port_nets.png
The bar under the picture is 50 µm long.
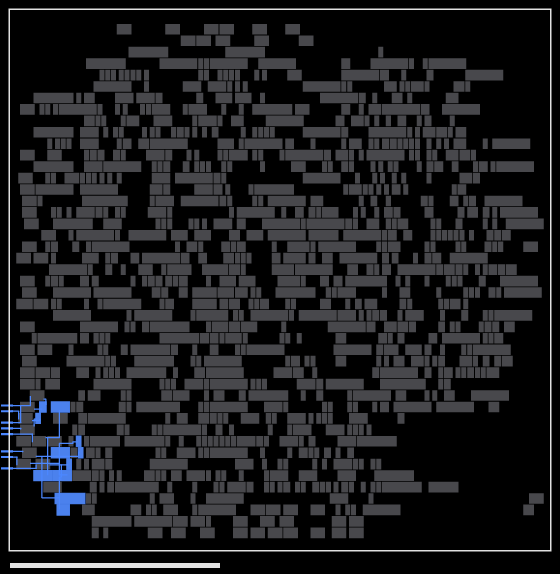
metal_stack.png
Two of the layers only.
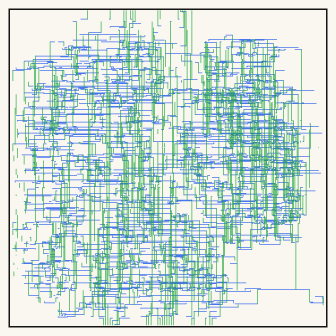
### src/rtl/cmd_threshold_ctrl_if.sv
// ---------------------------------------------------------------------------
// cmd_threshold_ctrl_if
//   Groups the inputs that feed cmd_threshold_ctrl into one bundle.
//   Command message (from the UART receiver):
//     chr_cmd, chr_val0, chr_val1 : ASCII command letter and two value digits
//     rx_msg_done                 : level, high while a complete message is held
//   Sensor sample:
//     temperature (deg C), humidity (%RH) : fresh when sample_valid pulses
//     sample_valid                        : one-cycle strobe
//   master : the side that produces messages and samples
//   slave  : cmd_threshold_ctrl
// ---------------------------------------------------------------------------
interface cmd_threshold_ctrl_if;
  logic [7:0] chr_cmd;
  logic [7:0] chr_val0;
  logic [7:0] chr_val1;
  logic       rx_msg_done;
  logic [7:0] temperature;
  logic [7:0] humidity;
  logic       sample_valid;

  modport master (
    output chr_cmd, chr_val0, chr_val1, rx_msg_done,
    output temperature, humidity, sample_valid
  );

  modport slave (
    input chr_cmd, chr_val0, chr_val1, rx_msg_done,
    input temperature, humidity, sample_valid
  );
endinterface

### src/rtl/cmd_threshold_ctrl.sv
// ---------------------------------------------------------------------------
// cmd_threshold_ctrl
//   Decodes three-character ASCII commands that set temperature/humidity
//   thresholds or force the fan/humidifier LEDs (manual mode), and drives the
//   LEDs with hysteresis from sensor samples while in auto mode.
//
//   Commands: 'A'nn max_temp, 'B'nn min_temp, 'C'nn max_hum, 'D'nn min_hum,
//             'L'fh manual mode with led_fan=f, led_hum=h (f,h in '0'/'1').
//   A message is decoded over IDLE -> DECODE -> APPLY, one cycle each.
//
//   Ports:
//     clk_100Mhz, rst_n           : clock, asynchronous active-low reset
//     bus (slave)                 : command message and sensor sample inputs
//     max_temp/min_temp/max_hum/min_hum : current thresholds (0..99)
//     led_fan, led_hum            : actuator LEDs
//     manual_mode                 : high while a manual 'L' command is active
//     cmd_err                     : high during APPLY of a rejected message
// ---------------------------------------------------------------------------
module cmd_threshold_ctrl #(
  parameter logic [6:0]  DEF_MAX_TEMP   = 7'd30,
  parameter logic [6:0]  DEF_MIN_TEMP   = 7'd10,
  parameter logic [6:0]  DEF_MAX_HUM    = 7'd70,
  parameter logic [6:0]  DEF_MIN_HUM    = 7'd30,
  parameter logic [31:0] MANUAL_TIMEOUT = 32'd1_000_000_000
) (
  input  logic                clk_100Mhz,
  input  logic                rst_n,
  cmd_threshold_ctrl_if.slave bus,
  output logic [6:0]          max_temp,
  output logic [6:0]          min_temp,
  output logic [6:0]          max_hum,
  output logic [6:0]          min_hum,
  output logic                led_fan,
  output logic                led_hum,
  output logic                manual_mode,
  output logic                cmd_err
);

  typedef enum logic [1:0] {
    IDLE   = 2'd0,
    DECODE = 2'd1,
    APPLY  = 2'd2
  } state_t;

  localparam logic [7:0] CMD_MAX_TEMP = 8'h41;  // 'A'
  localparam logic [7:0] CMD_MIN_TEMP = 8'h42;  // 'B'
  localparam logic [7:0] CMD_MAX_HUM  = 8'h43;  // 'C'
  localparam logic [7:0] CMD_MIN_HUM  = 8'h44;  // 'D'
  localparam logic [7:0] CMD_MANUAL   = 8'h4C;  // 'L'

  state_t      state_q, state_d;
  logic        done_q, done_d;
  logic [7:0]  cmd_q, cmd_d;
  logic        digits_ok_q, digits_ok_d;  // both value chars are '0'..'9'
  logic        bin_ok_q, bin_ok_d;        // both value chars are '0' or '1'
  logic [6:0]  value_q, value_d;
  logic [6:0]  max_temp_q, max_temp_d;
  logic [6:0]  min_temp_q, min_temp_d;
  logic [6:0]  max_hum_q, max_hum_d;
  logic [6:0]  min_hum_q, min_hum_d;
  logic        fan_q, fan_d;
  logic        hum_q, hum_d;
  logic        manual_q, manual_d;
  logic [31:0] cnt_q, cnt_d;
  logic        new_msg;
  logic        accept;

  function automatic logic is_digit(input logic [7:0] c);
    return (c >= 8'h30) && (c <= 8'h39);
  endfunction

  function automatic logic is_bin(input logic [7:0] c);
    return (c == 8'h30) || (c == 8'h31);
  endfunction

  // Validity of the latched message, judged against the thresholds as they
  // stand during APPLY.
  always_comb begin
    accept = 1'b0;
    if (digits_ok_q) begin
      case (cmd_q)
        CMD_MAX_TEMP: accept = (value_q >= min_temp_q);
        CMD_MIN_TEMP: accept = (value_q <= max_temp_q);
        CMD_MAX_HUM:  accept = (value_q >= min_hum_q);
        CMD_MIN_HUM:  accept = (value_q <= max_hum_q);
        CMD_MANUAL:   accept = bin_ok_q;
        default:      accept = 1'b0;
      endcase
    end
  end

  // NOTE: every signal gets its hold value first so no path can leave one
  // unassigned and infer a latch.
  always_comb begin
    state_d     = state_q;
    done_d      = bus.rx_msg_done;
    cmd_d       = cmd_q;
    digits_ok_d = digits_ok_q;
    bin_ok_d    = bin_ok_q;
    value_d     = value_q;
    max_temp_d  = max_temp_q;
    min_temp_d  = min_temp_q;
    max_hum_d   = max_hum_q;
    min_hum_d   = min_hum_q;
    fan_d       = fan_q;
    hum_d       = hum_q;
    manual_d    = manual_q;
    cnt_d       = cnt_q;

    // Rising edge of the message-held level; only acted on in IDLE.
    new_msg = bus.rx_msg_done & ~done_q;

    unique case (state_q)
      IDLE: begin
        if (new_msg) state_d = DECODE;
      end
      DECODE: begin
        cmd_d       = bus.chr_cmd;
        digits_ok_d = is_digit(bus.chr_val0) && is_digit(bus.chr_val1);
        bin_ok_d    = is_bin(bus.chr_val0) && is_bin(bus.chr_val1);
        // The low nibble of an ASCII digit is its value; 9*10+9 fits 7 bits.
        value_d     = {3'b000, bus.chr_val0[3:0]} * 7'd10
                    + {3'b000, bus.chr_val1[3:0]};
        state_d     = APPLY;
      end
      APPLY: begin
        state_d = IDLE;
      end
      default: begin
        state_d = IDLE;
      end
    endcase

    // Auto-mode hysteresis against the thresholds currently in force.
    if (bus.sample_valid && !manual_q) begin
      if (bus.temperature > {1'b0, max_temp_q})      fan_d = 1'b1;
      else if (bus.temperature < {1'b0, min_temp_q}) fan_d = 1'b0;
      if (bus.humidity < {1'b0, min_hum_q})          hum_d = 1'b1;
      else if (bus.humidity > {1'b0, max_hum_q})     hum_d = 1'b0;
    end

    // Manual timeout: mode drops on the cycle the count reaches zero; the
    // LEDs keep their level until the next sample arrives.
    if (manual_q) begin
      if (cnt_q <= 32'd1) begin
        manual_d = 1'b0;
        cnt_d    = '0;
      end else begin
        cnt_d = cnt_q - 32'd1;
      end
    end

    // An accepted command overrides the sample and timeout updates above.
    if (state_q == APPLY && accept) begin
      case (cmd_q)
        CMD_MAX_TEMP: max_temp_d = value_q;
        CMD_MIN_TEMP: min_temp_d = value_q;
        CMD_MAX_HUM:  max_hum_d  = value_q;
        CMD_MIN_HUM:  min_hum_d  = value_q;
        CMD_MANUAL: begin
          // Binary digits give value 0, 1, 10 or 11: tens = fan, units = hum.
          manual_d = 1'b1;
          cnt_d    = MANUAL_TIMEOUT;
          fan_d    = (value_q >= 7'd10);
          hum_d    = value_q[0];
        end
        default: ;
      endcase
    end
  end

  // NOTE: sequential state uses non-blocking assignments so every flop samples
  // the pre-edge values computed above.
  always_ff @(posedge clk_100Mhz or negedge rst_n) begin
    if (!rst_n) begin
      state_q     <= IDLE;
      done_q      <= 1'b1;  // a message already held at release is not new
      cmd_q       <= '0;
      digits_ok_q <= 1'b0;
      bin_ok_q    <= 1'b0;
      value_q     <= '0;
      max_temp_q  <= DEF_MAX_TEMP;
      min_temp_q  <= DEF_MIN_TEMP;
      max_hum_q   <= DEF_MAX_HUM;
      min_hum_q   <= DEF_MIN_HUM;
      fan_q       <= 1'b0;
      hum_q       <= 1'b0;
      manual_q    <= 1'b0;
      cnt_q       <= '0;
    end else begin
      state_q     <= state_d;
      done_q      <= done_d;
      cmd_q       <= cmd_d;
      digits_ok_q <= digits_ok_d;
      bin_ok_q    <= bin_ok_d;
      value_q     <= value_d;
      max_temp_q  <= max_temp_d;
      min_temp_q  <= min_temp_d;
      max_hum_q   <= max_hum_d;
      min_hum_q   <= min_hum_d;
      fan_q       <= fan_d;
      hum_q       <= hum_d;
      manual_q    <= manual_d;
      cnt_q       <= cnt_d;
    end
  end

  assign max_temp    = max_temp_q;
  assign min_temp    = min_temp_q;
  assign max_hum     = max_hum_q;
  assign min_hum     = min_hum_q;
  assign led_fan     = fan_q;
  assign led_hum     = hum_q;
  assign manual_mode = manual_q;
  assign cmd_err     = (state_q == APPLY) && !accept;

endmodule

### src/flat_wrapper.sv
// flat-port wrapper written by rule: the top's interface ports become plain ports
module cmd_threshold_ctrl_flat 
#(
  parameter logic [6:0]  DEF_MAX_TEMP   = 7'd30,
  parameter logic [6:0]  DEF_MIN_TEMP   = 7'd10,
  parameter logic [6:0]  DEF_MAX_HUM    = 7'd70,
  parameter logic [6:0]  DEF_MIN_HUM    = 7'd30,
  parameter logic [31:0] MANUAL_TIMEOUT = 32'd1_000_000_000
)
  (clk_100Mhz, rst_n, max_temp, min_temp, max_hum, min_hum, led_fan, led_hum, manual_mode, cmd_err, bus_chr_cmd, bus_chr_val0, bus_chr_val1, bus_rx_msg_done, bus_temperature, bus_humidity, bus_sample_valid);
  cmd_threshold_ctrl_if bus_i ();
  input  logic clk_100Mhz;
  input  logic rst_n;
  output logic [6:0] max_temp;
  output logic [6:0] min_temp;
  output logic [6:0] max_hum;
  output logic [6:0] min_hum;
  output logic led_fan;
  output logic led_hum;
  output logic manual_mode;
  output logic cmd_err;
  input wire logic [$bits(bus_i.chr_cmd)-1:0] bus_chr_cmd;
  input wire logic [$bits(bus_i.chr_val0)-1:0] bus_chr_val0;
  input wire logic [$bits(bus_i.chr_val1)-1:0] bus_chr_val1;
  input wire logic [$bits(bus_i.rx_msg_done)-1:0] bus_rx_msg_done;
  input wire logic [$bits(bus_i.temperature)-1:0] bus_temperature;
  input wire logic [$bits(bus_i.humidity)-1:0] bus_humidity;
  input wire logic [$bits(bus_i.sample_valid)-1:0] bus_sample_valid;
  assign bus_i.chr_cmd = bus_chr_cmd;
  assign bus_i.chr_val0 = bus_chr_val0;
  assign bus_i.chr_val1 = bus_chr_val1;
  assign bus_i.rx_msg_done = bus_rx_msg_done;
  assign bus_i.temperature = bus_temperature;
  assign bus_i.humidity = bus_humidity;
  assign bus_i.sample_valid = bus_sample_valid;
  cmd_threshold_ctrl #(.DEF_MAX_TEMP(DEF_MAX_TEMP), .DEF_MIN_TEMP(DEF_MIN_TEMP), .DEF_MAX_HUM(DEF_MAX_HUM), .DEF_MIN_HUM(DEF_MIN_HUM), .MANUAL_TIMEOUT(MANUAL_TIMEOUT)) u_core (.clk_100Mhz(clk_100Mhz), .rst_n(rst_n), .bus(bus_i), .max_temp(max_temp), .min_temp(min_temp), .max_hum(max_hum), .min_hum(min_hum), .led_fan(led_fan), .led_hum(led_hum), .manual_mode(manual_mode), .cmd_err(cmd_err));
endmodule
### config.mk
export PLATFORM = sky130hd
export DESIGN_NAME = cmd_threshold_ctrl_flat
export DESIGN_NICKNAME = d
export VERILOG_FILES = /design/src/rtl/cmd_threshold_ctrl_if.sv /design/src/rtl/cmd_threshold_ctrl.sv /design/src/flat_wrapper.sv
export SDC_FILE = /design/constraint.sdc
export NUM_CORES = 1
export LEC_CHECK = 0
export ABC_AREA = 1
export CORE_UTILIZATION = 38
export CTS_CLUSTER_DIAMETER = 60
export DETAILED_ROUTE_END_ITERATION = 6
export GPL_TIMING_DRIVEN = 0
export SKIP_LAST_GASP = 1
export SLEW_MARGIN = 10
export SYNTH_ARGS = -nofsm -noshare
export SYNTH_HDL_FRONTEND = slang
export SYNTH_SLANG_ARGS = --single-unit
### constraint.sdc
create_clock -name clk_100Mhz -period 2 [get_ports clk_100Mhz]
set_input_delay 0.2 -clock clk_100Mhz [delete_from_list [all_inputs] [get_ports clk_100Mhz]]
set_output_delay 0.2 -clock clk_100Mhz [all_outputs]
set_load 0.03 [all_outputs]
==> results.rst <==
Flow metrics
------------

.. list-table::
   :header-rows: 1

   * - Metric
     - Value
   * - Most frequently placed logic cell in the final layout
     - nand2_1
   * - Sum of met3 wire segment lengths after detailed routing
     - 446 µm
   * - # port buffers
     - 75
   * - Root cell of the clock tree
     - clkbuf_16
   * - Setup WS post-layout
     - -0.357 ns
   * - Largest net degree at the start of global routing
     - 50
   * - Post-route clock period utilization
     - 118%
   * - Hold wc startpoint
     - bus_rx_msg_done
   * - H-tree depth
     - 3
   * - Fraction of area in registers
     - a little over a quarter
   * - TritonCTS buffer count
     - 9
   * - Met2 usage in global routing
     - a little over a third
   * - RR Endpoint
     - u_core.cnt_q[21]
   * - Site Rows
     - 45
   * - Hold Crit Endpoint
     - u_core.done_q
   * - Flop count
     - roughly 83
   * - Worst-path cell chain
     - buf_6 > ha_4 > nand2_4 > nor2_4 > nand2_1 > nand2_1 > nand2_1 > nand2_2 > nand4_4 > a21oi_4 > buf_6
   * - Count of cell types in the netlist
     - roughly 43
   * - Critical Path Most Common Cell
     - nand2_1
   * - Cell resize tally after clock tree synthesis
     - 23
   * - Total of endpoints with negative setup slack in the final report
     - 64
   * - Path depth of the worst reg2reg path
     - 16
   * - Final critical-path required period
     - approximately 2.4 ns
   * - Count of unresolved DRC violations after routing
     - 0
   * - Register area
     - between 2000 and 2500 µm²
   * - Power per cell area
     - 625 nW/µm²
   * - Met3 layer usage reported by global route
     - 3.37%
   * - Failing checks
     - negative setup slack
   * - Most common logic cells in the final layout
     - 263 x nand2_1, 90 x inv_1, 73 x clkdlybuf4s50_1
   * - Synth cell count leaders
     - 282 x nand2_1, 101 x inv_1, 69 x dfrtp_1, 66 x nor2_1, 62 x ha_1
   * - Combinational gate area
     - approximately 3700 µm²
   * - Layout-stage area growth over the synthesis result
     - 32.0%
   * - Worst setup path endpoint
     - cmd_err
   * - Highest ir drop seen on vdd
     - about 0.00043 V
   * - Number of flops mapped to enable cells by yosys
     - 0
   * - Multi-input gate count
     - 619
   * - Path category of the worst min-delay check
     - primary input to flop
   * - Met2 wirelength from detailed routing
     - 8070 µm
   * - Worst-skew pair later-pin latency
     - 0.35 ns
   * - Setup CP Type
     - flop to output pin
   * - Top Layer Used
     - met4
   * - Endpoint type of the worst setup path
     - output pin
   * - Result of the run
     - finished, violations left
-- port_nets.png (at the start) --
colour	port	bits	direction	end cells	buffers	wire
blue	`bus_chr_val0`	8	input	11	8	126 µm

-- metal_stack.png (at the start) --
colour	layer	wire length
green	met2	8070 µm
blue	met1	7940 µm
All-Layer GR Usage: 20.8%
routed wirelength normalized by instance count: 14.4 µm
final wirelength: 16700 µm
vias after detailed routing: 5593

==> through the flow <==
step	hold WS [ns]	std cells	power, µW	setup TNS, ns
detailed placement	0.287	1119	2990	-27.99
floorplan	-0.0956	832	2590	-2.70
CTS	0.268	1146	4920	-22.72
global placement	0.420	1118	2980	-221.14
global route	0.286	1160	5320	-26.25
finish	0.282	1160	5000	-18.50
==> where the power goes <==
part | switching (µW) | internal [µW]
clock | 739 | 1090
sequential | 205 | 1770
combinational | 642 | 555
total | 1590 | 3420
==> cells by family (layout without fill, tap and decap cells) <==
kind of cell	count (synthesis)	in the layout	synth area share, %
AND/OR/NAND/NOR	445	445	31.9
AND-OR/OR-AND	87	87	8.33
flip-flops	83	83	34.5
XOR/XNOR	23	23	3.32
buffers and inverters	130	247	8.44
adder cells (fa/ha/maj)	64	64	13.4
Power figures rest on the tool's default switching activity, not on a simulated workload.
